==> src/rtl/alu_arbiter.sv <==
// rtl/alu_arbiter.sv - two-requester arbiter sharing one ALU, one-entry response buffer
// Optional feature macro: ALU_ARB_RR_EN (round-robin); undefined gives fixed priority, requester 0 wins.
// ALU op encoding: ADD=0 SUB=1 AND=2 OR=3 XOR=4 EQ=5 NE=6 SLT=7 SLTU=8 SGE=9 SGEU=10, 11..15 illegal.

`ifndef XLEN
`define XLEN 32
`endif

module alu_arbiter #(
   parameter int N = `XLEN
) (
   input  logic         clk,
   input  logic         rst_n,
   input  logic [1:0]   req_valid,
   output logic [1:0]   req_ready,
   input  logic [N-1:0] req_a0,
   input  logic [N-1:0] req_b0,
   input  logic [N-1:0] req_a1,
   input  logic [N-1:0] req_b1,
   input  logic [3:0]   req_op0,
   input  logic [3:0]   req_op1,
   output logic         rsp_valid,
   input  logic         rsp_ready,
   output logic         rsp_id,
   output logic [N-1:0] rsp_result,
   output logic         rsp_illegal
);

   localparam logic [3:0] ALU_ADD  = 4'd0;
   localparam logic [3:0] ALU_SUB  = 4'd1;
   localparam logic [3:0] ALU_AND  = 4'd2;
   localparam logic [3:0] ALU_OR   = 4'd3;
   localparam logic [3:0] ALU_XOR  = 4'd4;
   localparam logic [3:0] ALU_EQ   = 4'd5;
   localparam logic [3:0] ALU_NE   = 4'd6;
   localparam logic [3:0] ALU_SLT  = 4'd7;
   localparam logic [3:0] ALU_SLTU = 4'd8;
   localparam logic [3:0] ALU_SGE  = 4'd9;
   localparam logic [3:0] ALU_SGEU = 4'd10;

   logic [1:0]   grant;
   logic         prefer1;
   logic         can_accept;
   logic         fire;
   logic         sel;
   logic [N-1:0] op_a;
   logic [N-1:0] op_b;
   logic [3:0]   op_code;
   logic [N-1:0] alu_res;
   logic         alu_ill;

`ifdef ALU_ARB_RR_EN
   logic ptr;

   // Pointer names the preferred requester; it moves only when a transfer happens.
   always_ff @(posedge clk or negedge rst_n) begin
      if (!rst_n) begin
         ptr <= 1'b0;
      end else if (fire) begin
         ptr <= ~sel;
      end
   end

   assign prefer1 = ptr;
`else
   assign prefer1 = 1'b0;
`endif

   // Grant depends only on valids and priority, never on op codes or operands.
   always_comb begin
      grant = req_valid;
      if (req_valid == 2'b11) begin
         grant = prefer1 ? 2'b10 : 2'b01;
      end
   end

   assign can_accept = !rsp_valid || rsp_ready;
   assign req_ready  = grant & {2{can_accept}};
   assign fire       = |(req_valid & req_ready);
   assign sel        = grant[1];

   assign op_a    = sel ? req_a1  : req_a0;
   assign op_b    = sel ? req_b1  : req_b0;
   assign op_code = sel ? req_op1 : req_op0;

   // The single shared ALU; undefined codes yield zero with the illegal flag.
   always_comb begin
      alu_res = '0;
      alu_ill = 1'b0;
      case (op_code)
         ALU_ADD:  alu_res = op_a + op_b;
         ALU_SUB:  alu_res = op_a - op_b;
         ALU_AND:  alu_res = op_a & op_b;
         ALU_OR:   alu_res = op_a | op_b;
         ALU_XOR:  alu_res = op_a ^ op_b;
         ALU_EQ:   alu_res = N'(op_a == op_b);
         ALU_NE:   alu_res = N'(op_a != op_b);
         ALU_SLT:  alu_res = N'($signed(op_a) < $signed(op_b));
         ALU_SLTU: alu_res = N'(op_a < op_b);
         ALU_SGE:  alu_res = N'($signed(op_a) >= $signed(op_b));
         ALU_SGEU: alu_res = N'(op_a >= op_b);
         default:  alu_ill = 1'b1;
      endcase
   end

   // Response buffer: reload on accept (no bubble), drain when consumed, hold otherwise.
   always_ff @(posedge clk or negedge rst_n) begin
      if (!rst_n) begin
         rsp_valid   <= 1'b0;
         rsp_id      <= 1'b0;
         rsp_result  <= '0;
         rsp_illegal <= 1'b0;
      end else if (fire) begin
         rsp_valid   <= 1'b1;
         rsp_id      <= sel;
         rsp_result  <= alu_res;
         rsp_illegal <= alu_ill;
      end else if (rsp_ready) begin
         rsp_valid   <= 1'b0;
      end
   end

endmodule

==> config.mk <==
export PLATFORM = sky130hd
export DESIGN_NAME = alu_arbiter
export DESIGN_NICKNAME = d
export VERILOG_FILES = /design/src/rtl/alu_arbiter.sv
export SDC_FILE = /design/constraint.sdc
export NUM_CORES = 1
export LEC_CHECK = 0
export ABC_AREA = 1
export CAP_MARGIN = 20
export CELL_PAD_IN_SITES_DETAIL_PLACEMENT = 0
export CELL_PAD_IN_SITES_GLOBAL_PLACEMENT = 1
export CORE_MARGIN = 1.5
export CORE_UTILIZATION = 40
export CTS_BUF_LIST = sky130_fd_sc_hd__clkbuf_4 sky130_fd_sc_hd__clkbuf_8
export CTS_CLUSTER_SIZE = 20
export DETAILED_ROUTE_END_ITERATION = 12
export DONT_BUFFER_PORTS = 1
export HOLD_SLACK_MARGIN = 0.15
export PLACE_DENSITY_LB_ADDON = 0.1
export SLEW_MARGIN = 20
export SYNTH_ARGS = -nofsm -noshare
export SYNTH_HDL_FRONTEND = slang
export SYNTH_SLANG_ARGS = --single-unit
==> constraint.sdc <==
create_clock -name clk -period 3.1 [get_ports clk]
set_clock_uncertainty 0.15 [all_clocks]
set_input_delay 0.62 -clock clk [delete_from_list [all_inputs] [get_ports clk]]
set_output_delay 0.62 -clock clk [all_outputs]
set_load 0.01 [all_outputs]
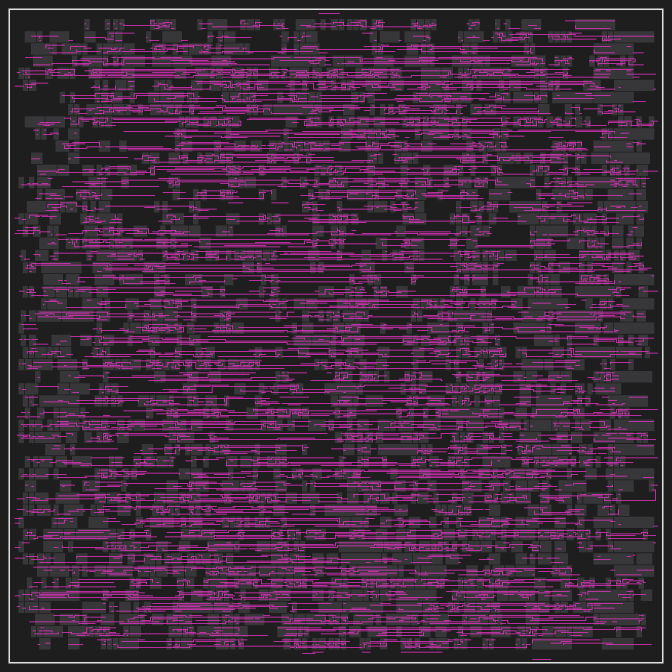
(images/layer_met1.png)
main direction: horizontal
wire length on this layer: 17200 um
vias: 10640
met1 GRT Util: 46.93%

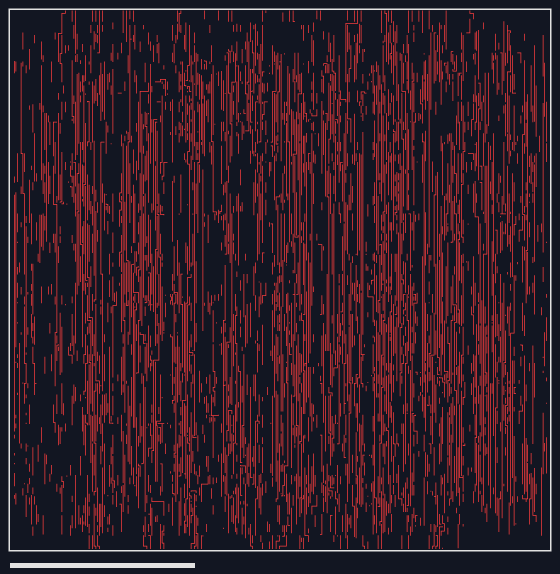
(images/layer_met2.png)
Bar = 50 um.
wire length on this layer: 16300 um
main direction: vertical
longest straight run: 92.8 um
share of all routed wire: 43%
WL final: 37.86 mm
met2 Usage GRT: 51.67%

==> impl_metrics.json <==
{
  "io_pins": 178,
  "switchingPower_uw": 1895,
  "critPathMaxStageDelay_ps": 290,
  "synth_chip_area_mm2": 0.008190,
  "power.group.top": "combinational cells",
  "path_buffers": 6,
  "powerSeq_uw": 630,
  "total_power_uw": 3741,
  "setup_viol": 0,
  "area_leaders": "nand2_1 21%, ha_1 15%, inv_1 12%",
  "ir_drop_mv": 0.1261,
  "final_nets": 1996,
  "die_area_mm2": 0.02134,
  "worst_setup_path_start_kind": "primary input",
  "final_common_cell": "nand2_1",
  "wl_per_cell_um": 18.68,
  "clockPowerShare_pct": 10.0,
  "worst-setup-path-type": "in2reg",
  "gp_congestion": 1.003,
  "drc_errors": 0,
  "cp.required_ps": 3130,
  "postSynthCellCount": 1504,
  "intPower_uw": 1846,
  "holdCritPathClass": "in2reg",
  "overflow": 0,
  "switching_share_pct": 50.64,
  "fin_crit_ps": 3027,
  "tool_warnings": 91,
  "grt.busiest_layer": "met2",
  "top_layer": "met4",
  "post-cts-setup-buffers": 1,
  "rsz0062_at_grt": "true",
  "drv_slew": 0,
  "top_area_share_pct": 21.45,
  "clk_latency_ps": 300,
  "die_w_um": 146.1,
  "drtAntennaViolNets": 0,
  "syn_nets": 1743,
  "cts.htree.levels": 2,
  "status": "finished, final reports clean",
  "layout_top_cells": "442 x nand2_1, 279 x buf_4, 251 x inv_1, 103 x nand3_1, 100 x nor2_1",
  "synth_stat.cells": 1504,
  "diodes": 0,
  "drtIter0Drc": 928,
  "fp-utilization_pct": 40.61,
  "p_leak_uw": 0.006348,
  "synth_area_leader_cell": "nand2_1",
  "fin_crit_sh_pct": 97.64,
  "met3_wirelength_mm": 3.595,
  "r2r_start": "rsp_valid",
  "hold_viol_final": 0,
  "p_seq_share_pct": 16.8,
  "grt_pass1_wl_mm": 54.19,
  "combPwrFrac_pct": 73.1,
  "grt_use_total_pct": 33.04,
  "fmax_ghz": 0.3304,
  "ys_warn_count": 0,
  "cts_resized": 22,
  "fin_ws_ps": 73.02,
  "crit_path_max_fanout": 6,
  "cp_cell_sequence": "clkinv_8, nand2_8, buf_12, buf_4, o21ai_2, inv_1, ha_1, inv_1, o21bai_2, a21oi_1, inv_1, nor2_1, nand2_2, nand2_1, nand3_1, nand3_1, nand3_1, nand2_1, nand2_1",
  "cp-end-kind": "flop",
  "antenna_found_initial": 1,
  "clockRootBuffer": "clkbuf_8",
  "mappedNetlistArea_mm2": 0.008190,
  "ys_types": 41,
  "synth_seq_share_pct": 10.69,
  "synth_flops": 35,
  "relSlewSlack_pct": 40.33,
  "pg_comb_uw": 2740,
  "whs_path_depth": 3,
  "slowest_stage": "a21oi_1"
}
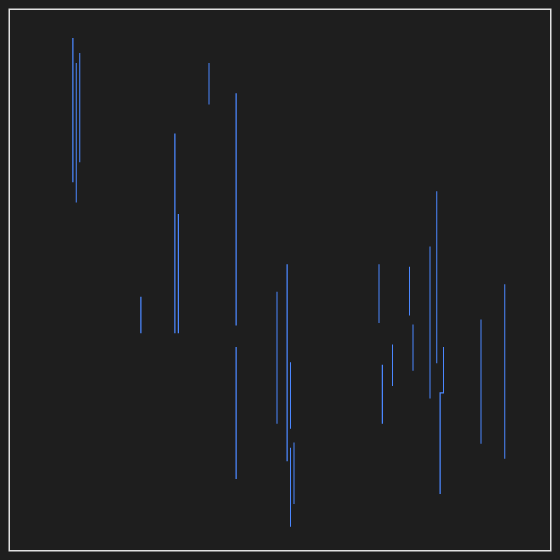
(images/layer_met4.png)
wire length on this layer: 728 um
nets with wire on the layer: 20
longest straight run: 62.6 um

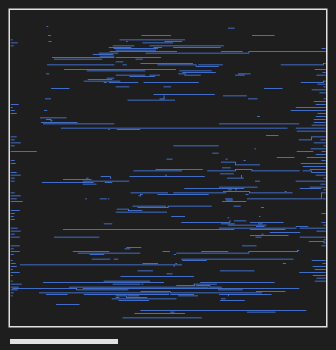
(images/layer_met3.png)
Bar = 50 um.
wire length on this layer: 3600 um
main direction: horizontal
nets with wire on the layer: 237
longest straight run: 104 um
share of all routed wire: 9.5%
met3 Use GR: 6.688%

state kept, by name, summed over array words and instances, names as in the netlist:
signal / flops
rsp_result: 32
rsp_id: 1
rsp_illegal: 1
rsp_valid: 1
tightest hold or removal path: stages:
cell,delay (ps)
inv_1,20
nand2_1,70
nand2_1,60
synthesized netlist by cell type (all sizes together):
cell / number
nand2: 479
inv: 262
o21ai: 139
nor2: 138
nand3: 114
a21oi: 97
ha: 96
buf: 39
dfrtp: 35
nor3: 16
clkbuf: 14
o21bai: 14
a221oi: 11
nand4: 11
o22ai: 10
xor2: 6
o21a: 5
a21o: 4
o221ai: 4
a31oi: 2
fa: 2
nand3b: 2
or2: 2
clkinv: 1
o2bb2ai: 1
area by class of cell:
type | instances | area [um^2]
fill | 2135 | 8668
multi-input combinational | 1155 | 6770
timing repair buffer | 297 | 2425
inverter | 263 | 1005
sequential | 35 | 875.8
tap | 270 | 337.8
clock buffer | 6 | 82.58
clock inverter | 1 | 5.005
cell families (layout without fill, tap and decap cells):
family,count (synthesis),count (layout),synth area share (%)
compound gates,287,287,19.60
xor+xnor,6,6,0.6416
fa+ha+maj,98,98,15.15
buf+inv,316,567,15.49
flops,35,35,10.69
simple gates,762,764,38.42
stage by stage:
stage          TNS [ps]  util, %  area, um^2  hold WS [ps]  cells
2_1_floorplan         0        -        8323         174.4   1504
3_3_place_gp      -8455    51.89       10470         175.1   1998
3_5_place_dp      -9199    51.89       10470         175.1   1998
4_1_cts               0    52.95       10680         354.0   2009
5_1_grt          -275.5    57.02       11500         375.3   2027
6_report              0    57.02       11500         360.5   2027
final timing paths:
path,endpoint,slack [ps]
max reg2reg,rsp_result[19],670
max in group asynchronous,rsp_result[24],1960
min reg2reg,rsp_result[18],400
min in group asynchronous,rsp_result[7],630
min,rsp_valid,360
max,rsp_result[29],70
